==> run_1/metal_stack.png <==
The bar under the picture is 20 um long.
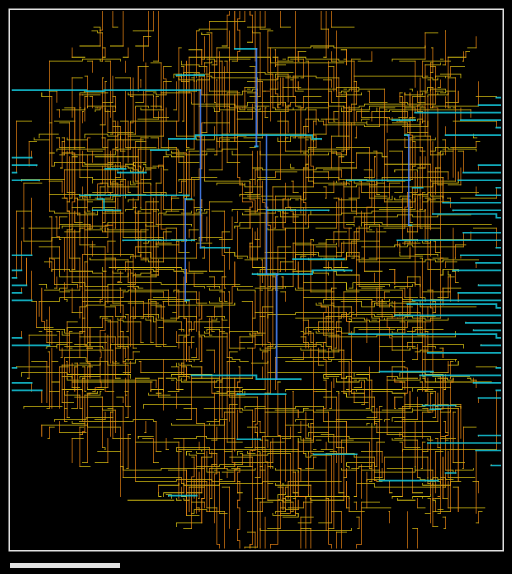
==> run_1/clock_map.png <==
The bar under the picture is 20 um long.
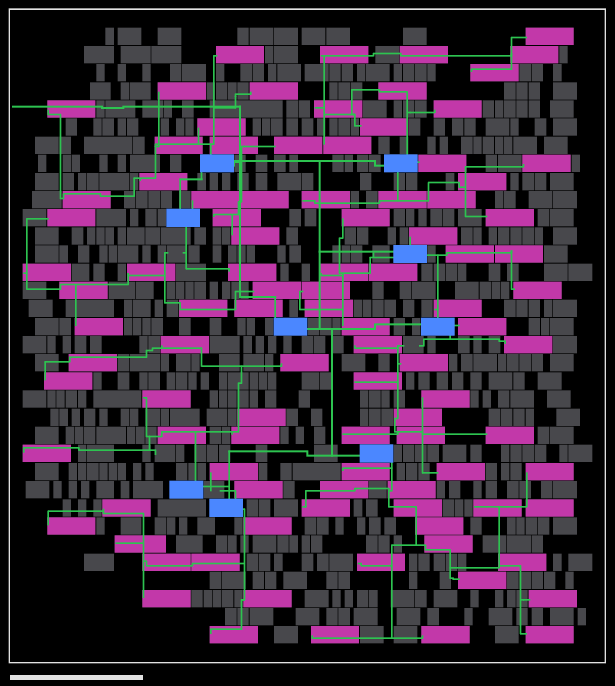
==> run_1/pdn.png <==
Pins as bars on the die edge. Tap cells in grey.
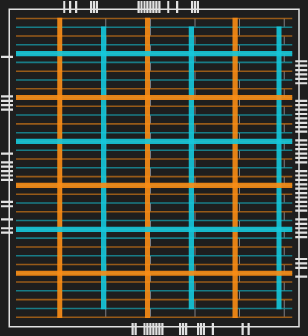
## src/rtl/coef_rom_sequencer_pkg.sv

```systemverilog
// Shared types for the coefficient ROM sequencer: ROM geometry, sequencer
// state encoding and the skid-buffer entry layout.
package coef_rom_pkg;

    localparam int ROM_ADDR_W = 4;
    localparam int ROM_DATA_W = 32;

    typedef enum logic [1:0] {
        IDLE,
        RUN,
        DONE
    } seq_state_e;

    typedef struct packed {
        logic [ROM_DATA_W-1:0] data;
        logic [ROM_ADDR_W-1:0] idx;
        logic                  last;
    } coef_entry_t;

endpackage

```

## src/rtl/coef_rom_sequencer_skid_fifo.sv

```systemverilog
// Two-entry synchronous FIFO of coefficient entries; flush empties it in one
// cycle and overrides push/pop.
module coef_skid_fifo
    import coef_rom_pkg::*;
(
    input  logic        clk,
    input  logic        rst_n,
    input  logic        push,
    input  coef_entry_t push_entry,
    input  logic        pop,
    input  logic        flush,
    output logic [1:0]  occ,
    output coef_entry_t head
);

    coef_entry_t mem_q [2];
    coef_entry_t mem_d [2];
    logic        wr_ptr_q, wr_ptr_d;
    logic        rd_ptr_q, rd_ptr_d;
    logic [1:0]  occ_q, occ_d;

    always_comb begin
        mem_d    = mem_q;
        wr_ptr_d = wr_ptr_q;
        rd_ptr_d = rd_ptr_q;
        occ_d    = occ_q;
        if (flush) begin
            wr_ptr_d = 1'b0;
            rd_ptr_d = 1'b0;
            occ_d    = '0;
        end else begin
            // On a full buffer with push and pop, the write lands in the slot
            // being popped; the head is read from mem_q, so no hazard.
            if (push) begin
                mem_d[wr_ptr_q] = push_entry;
                wr_ptr_d        = ~wr_ptr_q;
            end
            if (pop) begin
                rd_ptr_d = ~rd_ptr_q;
            end
            occ_d = occ_q + {1'b0, push} - {1'b0, pop};
        end
    end

    always_ff @(posedge clk) begin
        if (!rst_n) begin
            mem_q[0] <= '0;
            mem_q[1] <= '0;
            wr_ptr_q <= 1'b0;
            rd_ptr_q <= 1'b0;
            occ_q    <= '0;
        end else begin
            mem_q    <= mem_d;
            wr_ptr_q <= wr_ptr_d;
            rd_ptr_q <= rd_ptr_d;
            occ_q    <= occ_d;
        end
    end

    assign occ  = occ_q;
    assign head = mem_q[rd_ptr_q];

endmodule

```

## src/rtl/coef_rom_sequencer.sv

```systemverilog
// Streams a contiguous, wrapping run of pROM coefficient words to the filter
// datapath over valid/ready, with credit-based issue into a 2-entry skid buffer.
module coef_rom_sequencer
    import coef_rom_pkg::*;
#(
    parameter int ADDR_W    = ROM_ADDR_W,
    parameter int DATA_W    = ROM_DATA_W,
    parameter int BUF_DEPTH = 2
) (
    input  logic              clk,
    input  logic              rst_n,
    input  logic              start,
    input  logic [ADDR_W-1:0] base_addr,
    input  logic [ADDR_W-1:0] len,
    input  logic              abort,
    output logic              busy,
    output logic              done,
    output logic [DATA_W-1:0] coef_data,
    output logic [ADDR_W-1:0] coef_idx,
    output logic              coef_last,
    output logic              coef_valid,
    input  logic              coef_ready,
    output logic              rom_ce,
    output logic              rom_oce,
    output logic              rom_reset,
    output logic [ADDR_W-1:0] rom_ad,
    input  logic [DATA_W-1:0] rom_dout
);

    localparam logic [ADDR_W:0] CNT_ONE  = (ADDR_W + 1)'(1);
    localparam logic [ADDR_W:0] FULL_LEN = {1'b1, {ADDR_W{1'b0}}};

    seq_state_e        state_q, state_d;
    logic [ADDR_W-1:0] base_q, base_d;
    logic [ADDR_W:0]   len_q, len_d;
    logic [ADDR_W:0]   issued_q, issued_d;
    logic              ce_q, ce_d;
    logic [ADDR_W-1:0] pend_idx_q, pend_idx_d;

    logic              issue;
    logic              push;
    logic              pop;
    logic              flush;
    logic [2:0]        credit_used;
    logic [1:0]        occ;
    coef_entry_t       head;
    coef_entry_t       push_entry;

    coef_skid_fifo u_fifo (
        .clk        (clk),
        .rst_n      (rst_n),
        .push       (push),
        .push_entry (push_entry),
        .pop        (pop),
        .flush      (flush),
        .occ        (occ),
        .head       (head)
    );

    assign coef_valid = (occ != 2'd0);
    assign pop        = coef_valid & coef_ready;

    always_comb begin
        state_d     = state_q;
        base_d      = base_q;
        len_d       = len_q;
        issued_d    = issued_q;
        pend_idx_d  = pend_idx_q;
        issue       = 1'b0;
        push        = ce_q;
        flush       = 1'b0;
        // Buffered words plus the read in flight, less the word leaving now.
        credit_used = {1'b0, occ} + {2'b00, ce_q} - {2'b00, pop};

        unique case (state_q)
            IDLE: begin
                if (start) begin
                    state_d  = RUN;
                    base_d   = base_addr;
                    len_d    = (len == '0) ? FULL_LEN : {1'b0, len};
                    issued_d = '0;
                end
            end
            RUN: begin
                if ((issued_q < len_q) && (credit_used < 3'(BUF_DEPTH))) begin
                    issue      = 1'b1;
                    issued_d   = issued_q + CNT_ONE;
                    pend_idx_d = issued_q[ADDR_W-1:0];
                end
                if (pop && head.last) begin
                    state_d = DONE;
                end
            end
            DONE: begin
                state_d = IDLE;
            end
            default: begin
                state_d = IDLE;
            end
        endcase

        if (abort || !rst_n) begin
            state_d = IDLE;
            issue   = 1'b0;
            push    = 1'b0;
            flush   = 1'b1;
        end
        ce_d = issue;
    end

    always_comb begin
        push_entry      = '0;
        push_entry.data = rom_dout;
        push_entry.idx  = pend_idx_q;
        push_entry.last = ({1'b0, pend_idx_q} == (len_q - CNT_ONE));
    end

    always_ff @(posedge clk) begin
        if (!rst_n) begin
            state_q    <= IDLE;
            base_q     <= '0;
            len_q      <= '0;
            issued_q   <= '0;
            ce_q       <= 1'b0;
            pend_idx_q <= '0;
        end else begin
            state_q    <= state_d;
            base_q     <= base_d;
            len_q      <= len_d;
            issued_q   <= issued_d;
            ce_q       <= ce_d;
            pend_idx_q <= pend_idx_d;
        end
    end

    assign busy      = (state_q != IDLE);
    assign done      = (state_q == DONE);
    assign coef_data = coef_valid ? head.data : '0;
    assign coef_idx  = coef_valid ? head.idx  : '0;
    assign coef_last = coef_valid & head.last;
    assign rom_ce    = issue;
    assign rom_ad    = issue ? (base_q + issued_q[ADDR_W-1:0]) : '0;
    assign rom_oce   = 1'b1;
    assign rom_reset = ~rst_n;

endmodule

```

## config.mk

```make
export PLATFORM = sky130hd
export DESIGN_NAME = coef_rom_sequencer
export DESIGN_NICKNAME = d
export VERILOG_FILES = /design/src/rtl/coef_rom_sequencer_pkg.sv /design/src/rtl/coef_rom_sequencer_skid_fifo.sv /design/src/rtl/coef_rom_sequencer.sv
export SDC_FILE = /design/constraint.sdc
export NUM_CORES = 1
export LEC_CHECK = 0
export ABC_AREA = 1
export CAP_MARGIN = 40
export CORE_ASPECT_RATIO = 1.1
export CORE_MARGIN = 1.5
export CORE_UTILIZATION = 55
export DETAILED_ROUTE_END_ITERATION = 16
export PLACE_DENSITY = 0.82
export SYNTH_ARGS = -nofsm -noshare
export SYNTH_HDL_FRONTEND = slang
export SYNTH_SLANG_ARGS = --single-unit
```

## constraint.sdc

```tcl
create_clock -name clk -period 4.5 [get_ports clk]
set_input_delay 0.9 -clock clk [delete_from_list [all_inputs] [get_ports clk]]
set_output_delay 0.9 -clock clk [all_outputs]
set_load 0.01 [all_outputs]
```

==> results.md, run 1 <==
| Parameter | Reported | Unit |
|---|---|---|
| Outcome | completed | - |
| R2R Setup Slk | 1980 | ps |
| Worst-case clock buffer depth | 2 | - |
| Switching pwr | 0.389 | mW |
| Top post-synthesis cells by area | sky130_fd_sc_hd__dfxtp_1, sky130_fd_sc_hd__o21ai_0, sky130_fd_sc_hd__a21oi_1 | - |
| Hold slack final | 456 | ps |
| Critical Path Sink Type | output pin | - |
| # diodes | 0 | - |
| Proportion of layout cells with a drive suffix above 1 | 4.91 | % |
| GRT Overall Usage | 23.9 | % |
| CTS tree | yes | - |
| Residual DRC | 0 | - |
| Min Clock Period, post-route | 4300 | ps |
| Mean cell area of the mapped netlist | 7.26 | um^2 |
| Area of the placeable core | 7910 | um^2 |
| Buffer type at the clock tree root | sky130_fd_sc_hd__clkbuf_8 | - |
| Initial Utilization | 56.8 | % |
| Hold wc startpoint | u_fifo.mem_q[22]$_SDFFE_PN0P_ | - |
| Crit Path Category | input port to output pin | - |
| Die boundary width | 89.2 | um |
| Portion of the clock cycle consumed by the worst path in the final layout | 95.5 | % |
| Pin count of the biggest net entering global routing | 86 | - |
| Tool warnings | 27 | - |
| Proportion of power drawn by the clock network | 36.0 | % |
| Post-CTS Setup Bufs | 0 | - |
| Wire length on met3 | 616 | um |
| Pre-CTS setup slack | 30.1 | ps |
| Total number of clock tree sinks | 99 | - |
| Synthesis-to-finish area growth | 25.3 | % |
| CP Max Fanout | 6 | - |
| Area share of the largest cell type after synthesis | 44.1 | % |
| Highest-count logic cell in the final layout | sky130_fd_sc_hd__o21ai_0 | - |
| Final setup violating endpoints | 0 | - |
| Count of final hold-check violations | 0 | - |
| Avg Vias per Cell | 5.22 | - |
| Logic pwr share | 8.1 | % |
| Routing usage on met3 | 4.90 | % |
| Total vias in the final route | 4,178 | - |
| Met1 capacity usage during global routing | 29.0 | % |
| Hold endpoint | u_fifo.mem_q[22]$_SDFFE_PN0P_ | - |
| Internal Dissipation | 1.21 | mW |
| Highest metal layer used by the detailed router | met4 | - |
| Crit path launch type | input port | - |
| Share of the yosys chip area belonging to registers | 44.1 | % |
Back to the opening pictures, metal_stack.png:
met2 -> orange  # wire length 5,060 um
met3 -> cyan  # wire length 616 um
met1 -> yellow  # wire length 4,560 um
met4 -> blue  # wire length 125 um

Back to the opening pictures, clock_map.png:
clock wires -> green  # length 1,070 um
cells driving clock nets -> blue  # count 9
flip-flops -> magenta  # count 99
routed clock nets = 10

Back to the opening pictures, pdn.png:
VSS -> orange
VDD -> cyan
tap cells = 108
rows = 34
met1 rails = 35
signal pins = 92

[run 1: cells in the mapped netlist, types with 4 or more instances]
cell	count
sky130_fd_sc_hd__nand3_1	11
sky130_fd_sc_hd__buf_2	6
sky130_fd_sc_hd__a21oi_1	92
sky130_fd_sc_hd__nor2_1	103
sky130_fd_sc_hd__clkbuf_1	27
sky130_fd_sc_hd__xnor2_1	5
sky130_fd_sc_hd__xor2_1	4
sky130_fd_sc_hd__dfxtp_1	99
sky130_fd_sc_hd__inv_1	76
sky130_fd_sc_hd__nand2_1	41
sky130_fd_sc_hd__ha_1	12
sky130_fd_sc_hd__o21ai_0	122
[run 1: registers in the layout, summed over array words and instances (netlist names)]
signal           count
ce_q                 1
issued_q             5
u_fifo.wr_ptr_q      1
u_fifo.occ           2
len_q                5
u_fifo.rd_ptr_q      1
pend_idx_q           4
base_q               4
u_fifo.mem_q        74
state_q              2
[run 1: critical path, cell delays in order]
cell	delay (ps)
sky130_fd_sc_hd__clkdlybuf4s50_1	390
sky130_fd_sc_hd__nand2_1	100
sky130_fd_sc_hd__inv_1	70
sky130_fd_sc_hd__ha_1	290
sky130_fd_sc_hd__inv_1	80
sky130_fd_sc_hd__nand2_1	70
sky130_fd_sc_hd__fa_1	490
sky130_fd_sc_hd__nand3_1	80
sky130_fd_sc_hd__nor2_2	120
sky130_fd_sc_hd__nand2_1	80
sky130_fd_sc_hd__inv_2	80
sky130_fd_sc_hd__nand2_4	70
sky130_fd_sc_hd__inv_1	50
sky130_fd_sc_hd__clkdlybuf4s50_1	520
[run 1: power by group through the flow]
stage	sequential [mW]	clock (mW)	combinational, mW
global placement	0.914	0	0.125
finish	0.895	0.576	0.129
global route	0.897	0.624	0.144
detailed placement	0.915	0	0.127
CTS	0.895	0.590	0.128
floorplan	0.913	0	0.0681
[run 1: cells by family after synthesis]
| group | synth area share (%) |
|---|---|
| AOI/OAI and AO/OA | 24.0 |
| xor gates and xnor gates | 1.75 |
| adders and majority gates | 4.23 |
| buffers and inverters | 10.5 |
| DFF | 44.1 |
| other | 0.0834 |
| and+or+nand+nor | 15.3 |
[run 1: layout make-up]
type,count,area [um^2]
Timing Repair Buffer,97,971
Tap cell,108,135
Clock buffer,9,124
Multi-Input combinational cell,403,2050
Inverter,79,297
Fill cell,655,2280
Clock inverter,6,72.6
Sequential cell,99,1980
[run 1: how the worst max path moves through the flow]
stage / startpoint / end / slack, ps
after floorplan: coef_ready / rom_ad[0] / 930
after global placement: coef_ready / rom_ad[3] / 100
after detailed placement: coef_ready / rom_ad[0] / 30
after CTS: coef_ready / rom_ad[0] / 30
after global routing: coef_ready / rom_ce / 20
final: coef_ready / rom_ce / 200
[run 1: what timing repair did]
item | CTS | global route
setup endpoints to repair | 0 | 5
resized | 0 | 8
hold buffers | 0 | 0
[run 1: per-stage QoR]
step	area (um^2)	cells
floorplan	4490	619
CTS	5610	801
global route	5630	801
global placement	5400	785
finish	5630	801
detailed placement	5420	786
==> run_1/final_congestion.png <==
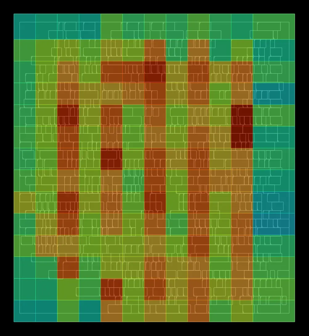

--- run 2 (diff from run 1) ---
--- a/config.mk
+++ b/config.mk
@@ -9,9 +9,10 @@
 export CAP_MARGIN = 40
 export CORE_ASPECT_RATIO = 1.1
 export CORE_MARGIN = 1.5
-export CORE_UTILIZATION = 55
+export CORE_UTILIZATION = 51
 export DETAILED_ROUTE_END_ITERATION = 16
-export PLACE_DENSITY = 0.82
+export PLACE_DENSITY = 0.76
 export SYNTH_ARGS = -nofsm -noshare
 export SYNTH_HDL_FRONTEND = slang
 export SYNTH_SLANG_ARGS = --single-unit
+export TNS_END_PERCENT = 20
==> constraint.sdc (replaced) <==
create_clock -name clk -period 4.8 [get_ports clk]
set_input_delay 0.96 -clock clk [delete_from_list [all_inputs] [get_ports clk]]
set_output_delay 0.96 -clock clk [all_outputs]
set_load 0.01 [all_outputs]
==> run_2/final_congestion.png <==
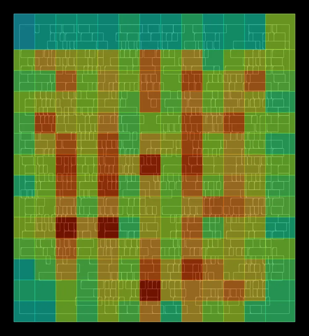
peak-usage layer in the global routing report: met2
global routing usage on met2: 40.2%

==> run_2/metal_stack.png <==
The bar under the picture is 20 um long.
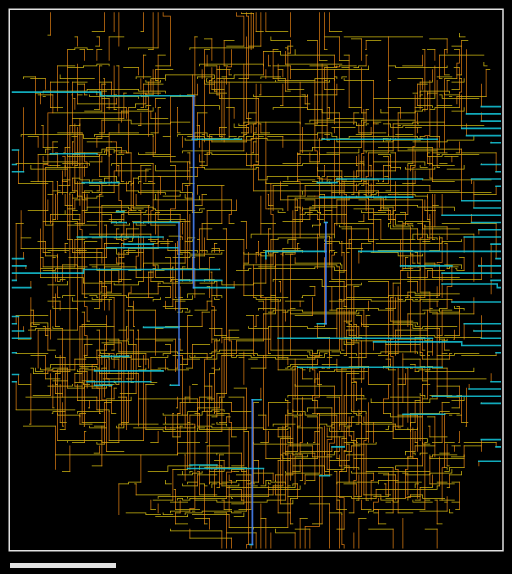
met1 -> yellow  # wire length 4,670 um
met4 -> blue  # wire length 113 um
met2 -> orange  # wire length 4,840 um
met3 -> cyan  # wire length 616 um
wire length per cell after detailed routing: 12.8 um
Final Routed Wirelength: 10,200 um
total vias in the final route: 4,159
GRT Overall Usage: 22.8%

==> run 2 against run 1 <==
Compared with the run above:
- sequential cell count stayed put
- sequential power is 6.3% lower
- critical path depth stayed put
- combinational power is 7% lower
- synthesized cell count stayed put
- design area is 0.96% lower
- die size is 7.6% higher
- non-clock buffer count is 1 lower
- global-route usage is 1.1 points lower
- worst hold slack better by 1.5 ps
- via count is 0.45% lower
- clock skew is 3.2 ps lower
- critical path type unchanged
==> results.md, run 2 <==
| Parameter | Reported | Unit | Change |
|---|---|---|---|
| Highest metal layer used by the detailed router | met4 | - |  |
| Crit Path Category | input port to output pin | - |  |
| Synthesis-to-finish area growth | 24.1 | % |  |
| Logic pwr share | 8.4 | % | +0.3 points |
| Critical Path Sink Type | output pin | - |  |
| # diodes | 0 | - | unchanged |
| Top post-synthesis cells by count | sky130_fd_sc_hd__o21ai_0, sky130_fd_sc_hd__nor2_1, sky130_fd_sc_hd__dfxtp_1, sky130_fd_sc_hd__a21oi_1, sky130_fd_sc_hd__inv_1 | - |  |
| Switching pwr | 0.351 | mW | -9.8% |
| Count of final max-slew check failures | 0 | - |  |
| Wire length on met3 | 616 | um | unchanged |
| Most popular library cell in the synthesized design by count | sky130_fd_sc_hd__o21ai_0 | - |  |
| Number of flip-flops under the largest register name | 74 | - | unchanged |
| Residual DRC | 0 | - | unchanged |
| Die boundary width | 92.5 | um | +3.7% |
| Count of final hold-check violations | 0 | - | unchanged |
| Number of resized instances in the post-cts repair step | 0 | - | unchanged |
| Largest reg by FF count | u_fifo.mem_q | - |  |
| CTS tree | yes | - |  |
| Proportion of layout cells with a drive suffix above 1 | 4.34 | % | -0.57 points |
| Hold-fix buffers at CTS | 0 | - | unchanged |
| Total number of clock tree sinks | 99 | - | unchanged |
| Area of the placeable core | 8450 | um^2 | +6.8% |
| Buffer type at the clock tree root | sky130_fd_sc_hd__clkbuf_8 | - |  |
| Internal Dissipation | 1.08 | mW | -11% |
| Hold wc startpoint | u_fifo.mem_q[2]$_SDFFE_PN0P_ | - |  |
| Outcome | completed | - |  |
| Mean cell area of the mapped netlist | 7.26 | um^2 | unchanged |
| R2R Setup Slk | 2320 | ps | +340 ps |
| Crit path launch type | input port | - |  |
| Synthesized registers | 99 | - |  |
| Worst-case clock buffer depth | 2 | - | unchanged |
| Highest-count logic cell in the final layout | sky130_fd_sc_hd__o21ai_0 | - |  |
| Tool warnings | 27 | - | unchanged |
| Proportion of power drawn by the clock network | 32.8 | % | -3.2 points |
| Pin count of the biggest net entering global routing | 86 | - | unchanged |
| Top post-synthesis cells by area | sky130_fd_sc_hd__dfxtp_1, sky130_fd_sc_hd__o21ai_0, sky130_fd_sc_hd__a21oi_1 | - |  |
| Count of filler cells inserted in the layout | 741 | - | +13% |
| CP Max Fanout | 6 | - | unchanged |
| Min Clock Period, post-route | 4590 | ps |  |
| Pre-CTS setup slack | 210 | ps | +180 ps |
| Post-CTS Setup Bufs | 0 | - | unchanged |
| Area share of the largest cell type after synthesis | 44.1 | % | unchanged |
| Final setup violating endpoints | 0 | - | unchanged |
| Leakage Power | 2.23 | nW |  |
==> run_2/clock_map.png <==
The bar under the picture is 20 um long.
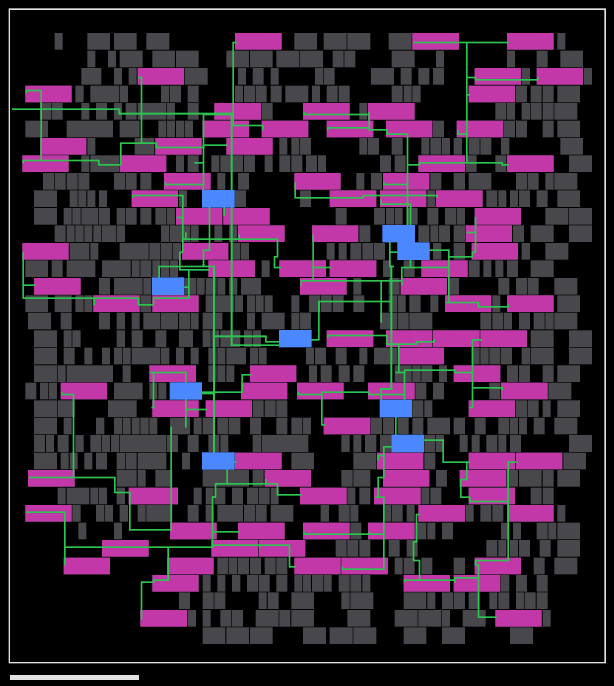
flip-flops -> magenta  # count 99
clock wires -> green  # length 1,060 um
cells driving clock nets -> blue  # count 9
routed clock nets = 10
flops lie = all over the die

==> run 2: cell counts after synthesis <==
No cell type changed its count.
==> run 2: power by group through the flow <==
stage	logic, mW	clock network [mW]	registers [mW]
floorplan	0.0639	0	0.856
global placement	0.118	0	0.857
detailed placement	0.120	0	0.858
CTS	0.120	0.481	0.839
global route	0.135	0.512	0.840
finish	0.120	0.469	0.839
==> run 2: per-stage QoR <==
stage,hold WS (ps),power [mW],cells,instance area [um^2]
floorplan,430,0.920,619,4490
global placement,439,0.975,787,5390
detailed placement,448,0.978,788,5410
CTS,462,1.44,803,5580
global route,482,1.49,803,5580
finish,457,1.43,803,5580
==> run 2: area by class of cell <==
type / instances / area [um^2] / area share (%)
multi-input cells: 403 / 2040 / 36.6
clock buffers: 9 / 124 / 2.22
flip-flops and latches: 99 / 1980 / 35.6
well taps: 111 / 139 / 2.49
inverters: 79 / 297 / 5.32
repair buffers: 96 / 953 / 17.1
clock inverters: 6 / 42.5 / 0.763
==> run 2: how the worst max path moves through the flow <==
stage                from        end  slack (ps)  cells after the start
2_1_floorplan  coef_ready  rom_ad[0]        1110                     12
3_3_place_gp   coef_ready  rom_ad[0]         290                     14
3_5_place_dp   coef_ready  rom_ad[3]         210                     14
4_1_cts        coef_ready  rom_ad[3]         210                     14
5_1_grt        coef_ready  rom_ad[3]         0.6                     15
6_report       coef_ready  rom_ad[0]         210                     14
==> run 2: logic make-up after synthesis <==
family                   count (synthesis)  share of synthesized area, %
AND-OR/OR-AND                          215                          24.0
AND/OR/NAND/NOR                        164                          15.3
buffers and inverters                  117                          10.5
flip-flops                              99                          44.1
adder cells (fa/ha/maj)                 14                          4.23
XOR/XNOR                                 9                          1.75
other                                    1                        0.0834
==> run 2: metal layers <==
metal	vias to the layer above	global-route usage [%]
met5	-	0
met1	1886	28.5
met3	11	3.38
met2	124	40.2
met4	0	7.46
li1	2138	-
==> run 2: worst max-delay path: stages <==
cell and delay (ps):
sky130_fd_sc_hd__clkdlybuf4s50_1 400, sky130_fd_sc_hd__nand2_1 100, sky130_fd_sc_hd__inv_1 70, sky130_fd_sc_hd__ha_1 300, sky130_fd_sc_hd__inv_1 90, sky130_fd_sc_hd__nand2_1 70
sky130_fd_sc_hd__fa_1 480, sky130_fd_sc_hd__nand3_1 80, sky130_fd_sc_hd__nor2_1 110, sky130_fd_sc_hd__nand2_1 80, sky130_fd_sc_hd__inv_1 70, sky130_fd_sc_hd__nand2_1 150
sky130_fd_sc_hd__nor2_1 130, sky130_fd_sc_hd__clkdlybuf4s50_1 540
==> run_2/pdn.png <==
Pins as bars on the die edge. Tap cells in grey.
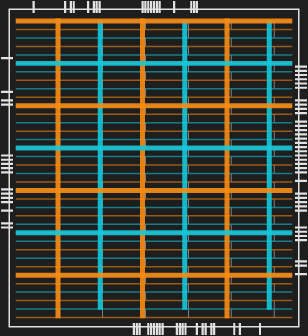

--- run 3 (diff from run 2) ---
--- a/config.mk
+++ b/config.mk
@@ -8,9 +8,9 @@
 export ABC_AREA = 1
 export CAP_MARGIN = 40
 export CORE_ASPECT_RATIO = 1.1
-export CORE_MARGIN = 1.5
-export CORE_UTILIZATION = 51
+export CORE_UTILIZATION = 63
 export DETAILED_ROUTE_END_ITERATION = 16
+export DONT_BUFFER_PORTS = 1
 export PLACE_DENSITY = 0.76
 export SYNTH_ARGS = -nofsm -noshare
 export SYNTH_HDL_FRONTEND = slang
==> run_3/pdn.png <==
Pins as bars on the die edge. Tap cells in grey.
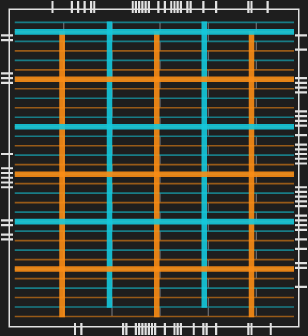
VDD -> cyan
VSS -> orange
rows = 31
tap cells = 82
worst IR drop on VDD: 0.171 mV
area of the placeable core: 6750 um^2
die height: 90.6 um
die boundary width: 82.5 um

==> run_3/clock_map.png <==
The bar under the picture is 20 um long.
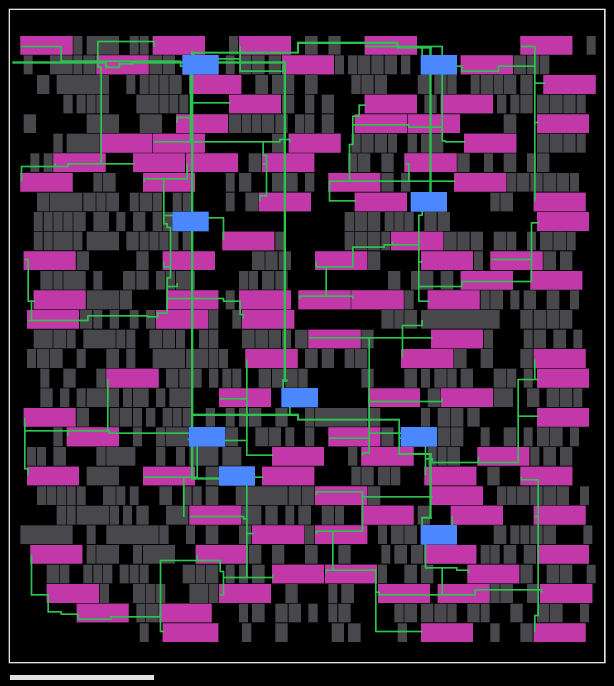
cells driving clock nets -> blue  # count 9
flip-flops -> magenta  # count 99
clock wires -> green  # length 1,100 um
flops lie = all over the die

==> run_3/final_congestion.png <==
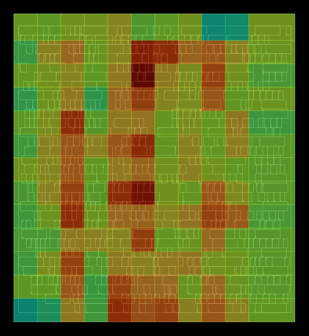
met1 capacity usage during global routing: 30.5%
wire length per cell after detailed routing: 13.7 um
routing usage on met3: 6.06%
GRT Overall Usage: 26.3%
global routing usage on met2: 45.2%

==> run 3 against run 2 <==
Compared with the run above:
- clock-buffer cell count up 1
- largest power group unchanged
- total power up 0.43%
- critical path depth down 2
- first-iteration DRC count up 54%
- fmax up 14%
- final cell count down 15%
- non-clock buffer count down 92
- clock skew up 1.8 ps
- combinational power down 44%
==> results.md, run 3 <==
| Parameter | Reported | Unit | Change |
|---|---|---|---|
| Proportion of layout cells with a drive suffix above 1 | 4.33 | % | about the same |
| Final setup violating endpoints | 0 | - | unchanged |
| Dominant cell type by count on the critical path | sky130_fd_sc_hd__nand2_1 | - |  |
| Top post-synthesis cells by count | sky130_fd_sc_hd__o21ai_0, sky130_fd_sc_hd__nor2_1, sky130_fd_sc_hd__dfxtp_1, sky130_fd_sc_hd__a21oi_1, sky130_fd_sc_hd__inv_1 | - |  |
| Pin count of the biggest net entering global routing | 87 | - | +1.2% |
| Worst-case clock buffer depth | 2 | - | unchanged |
| Max stage delay cell, worst path | sky130_fd_sc_hd__fa_1 | - |  |
| Outcome | completed | - |  |
| CTS tree | yes | - |  |
| CP Max Fanout | 10 | - | +4 |
| Crit-path cells | nand2_1 -> inv_1 -> ha_1 -> inv_1 -> nand2_1 -> fa_1 -> nand3_1 -> nor2_1 -> nand2_1 -> inv_1 -> nand2_1 -> nor2_1 | - |  |
| Top post-synthesis cells by area | sky130_fd_sc_hd__dfxtp_1, sky130_fd_sc_hd__o21ai_0, sky130_fd_sc_hd__a21oi_1 | - |  |
| Most popular library cell in the synthesized design by count | sky130_fd_sc_hd__o21ai_0 | - |  |
| # diodes | 0 | - | unchanged |
| Crit path launch type | input port | - |  |
| Residual DRC | 0 | - | unchanged |
| Count of final max-slew check failures | 0 | - | unchanged |
| Mean cell area of the mapped netlist | 7.26 | um^2 | unchanged |
| Tool warnings | 27 | - | unchanged |
| Area share of the largest cell type after synthesis | 44.1 | % | unchanged |
| Synthesized registers | 99 | - | unchanged |
| Total number of clock tree sinks | 99 | - | unchanged |
| Final Routed Wirelength | 9350 | um | -8.7% |
| Crit Path Category | input port to output pin | - |  |
| Leakage Power | 1.90 | nW | -15% |
| Flip-flop cell with the highest count after synthesis | sky130_fd_sc_hd__dfxtp_1 | - |  |
| Largest reg by FF count | u_fifo.mem_q | - |  |
| Buffer type at the clock tree root | sky130_fd_sc_hd__clkbuf_8 | - |  |
| Total vias in the final route | 3,734 | - | -10% |
| Total power draw | 1.43 | mW | +0.43% |
| Highest-count logic cell in the final layout | sky130_fd_sc_hd__o21ai_0 | - |  |
| Crit path buf inv count | 3 | - | -2 |
| Count of final hold-check violations | 0 | - | unchanged |
| Number of flip-flops under the largest register name | 74 | - | unchanged |
| Filler-free cell count of the finished design | 682 | - | -15% |
| Cell Area, Placed | 4460 | um^2 | -18% |
| Synthesis-to-finish area growth | 3.56 | % |  |
| Core Rows | 31 | - |  |
| Total number of yosys warnings | 0 | - |  |
| Hold-fix buffers at CTS | 0 | - | unchanged |
| Pre-CTS setup slack | 790 | ps | +580 ps |
| Number of resized instances in the post-cts repair step | 0 | - | unchanged |
| Post-route cell area | 4650 | um^2 | -17% |
| Maximum single-stage delay on the critical path | 480 | ps | -60 ps |
==> run 3: per-layer routing <==
layer | track usage (%) | vias to the layer above | wire, um
li1 | - | 1951 | -
met1 | 30.5 | 1681 | 4080
met2 | 45.2 | 85 | 4500
met3 | 6.06 | 17 | 531
met4 | 11.5 | 0 | 229
met5 | 0 | - | 0
==> run 3: final cells by class <==
class,count,area [um^2],area share (%)
Tap cell,82,103,2.20
Clock inverter,5,62.6,1.34
Clock buffer,10,128,2.74
Inverter,79,297,6.37
Timing Repair Buffer,4,42.5,0.914
Multi-Input combinational cell,403,2040,43.8
Sequential cell,99,1980,42.6
==> run 3: worst register-to-register path, cell delays in order, from the launching register on <==
cell	delay [ps]
sky130_fd_sc_hd__dfxtp_1	370
sky130_fd_sc_hd__nor2_1	140
sky130_fd_sc_hd__inv_1	70
sky130_fd_sc_hd__nand2_1	90
sky130_fd_sc_hd__inv_1	70
sky130_fd_sc_hd__ha_1	290
sky130_fd_sc_hd__inv_1	80
sky130_fd_sc_hd__nand2_1	70
sky130_fd_sc_hd__fa_1	480
sky130_fd_sc_hd__nand3_1	70
sky130_fd_sc_hd__nor2_1	130
sky130_fd_sc_hd__nand2_1	200
sky130_fd_sc_hd__inv_1	210
sky130_fd_sc_hd__nand2_1	180
sky130_fd_sc_hd__inv_1	80
==> run 3: path summary, 6_finish.rpt <==
| check | start | end | slack [ps] | cells past startpoint |
|---|---|---|---|---|
| max | coef_ready | rom_ad[3] | 790 | 12 |
| min reg2reg | u_fifo.mem_q[12]$_SDFFE_PN0P_ | u_fifo.mem_q[12]$_SDFFE_PN0P_ | 450 | 2 |
| max reg2reg | u_fifo.occ[1]$_SDFF_PP0_ | ce_q$_SDFF_PN0_ | 2240 | 14 |
| min | u_fifo.mem_q[12]$_SDFFE_PN0P_ | u_fifo.mem_q[12]$_SDFFE_PN0P_ | 450 | 2 |
==> run 3: kinds of logic (layout without fill, tap and decap cells) <==
family | after synthesis | count (layout) | synth area share, %
adders and majority gates | 14 | 14 | 4.23
and+or+nand+nor | 164 | 164 | 15.3
buffers and inverters | 117 | 98 | 10.5
xor gates and xnor gates | 9 | 9 | 1.75
DFF | 99 | 99 | 44.1
AOI/OAI and AO/OA | 215 | 215 | 24.0
other | 1 | 1 | 0.0834
==> run 3: report_power, final <==
group	internal (mW)	switching [mW]
logic	0.0249	0.0419
registers	0.831	0.00798
clock network	0.241	0.287
total	1.10	0.337

## Gallery

Placed cells, one colour a class.
picture 1
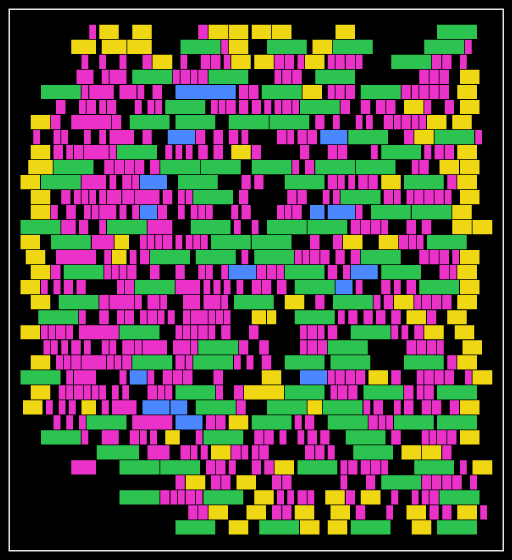
picture 2
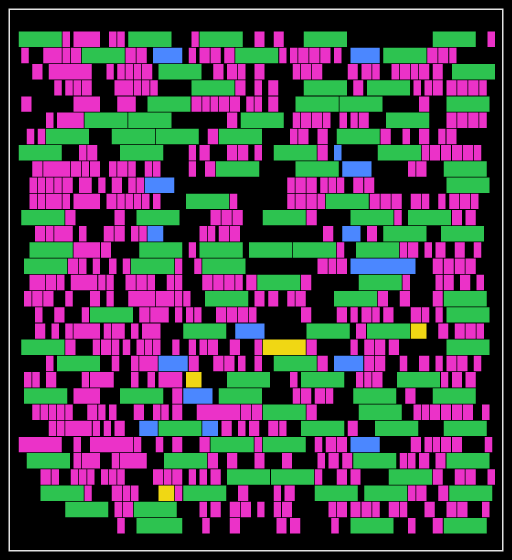
| from | picture |
|---|---|
| run 1 | picture 1 |
| run 3 | picture 2 |
The one with the most cells is picture 1.

Power and IR drop assume default switching activity.
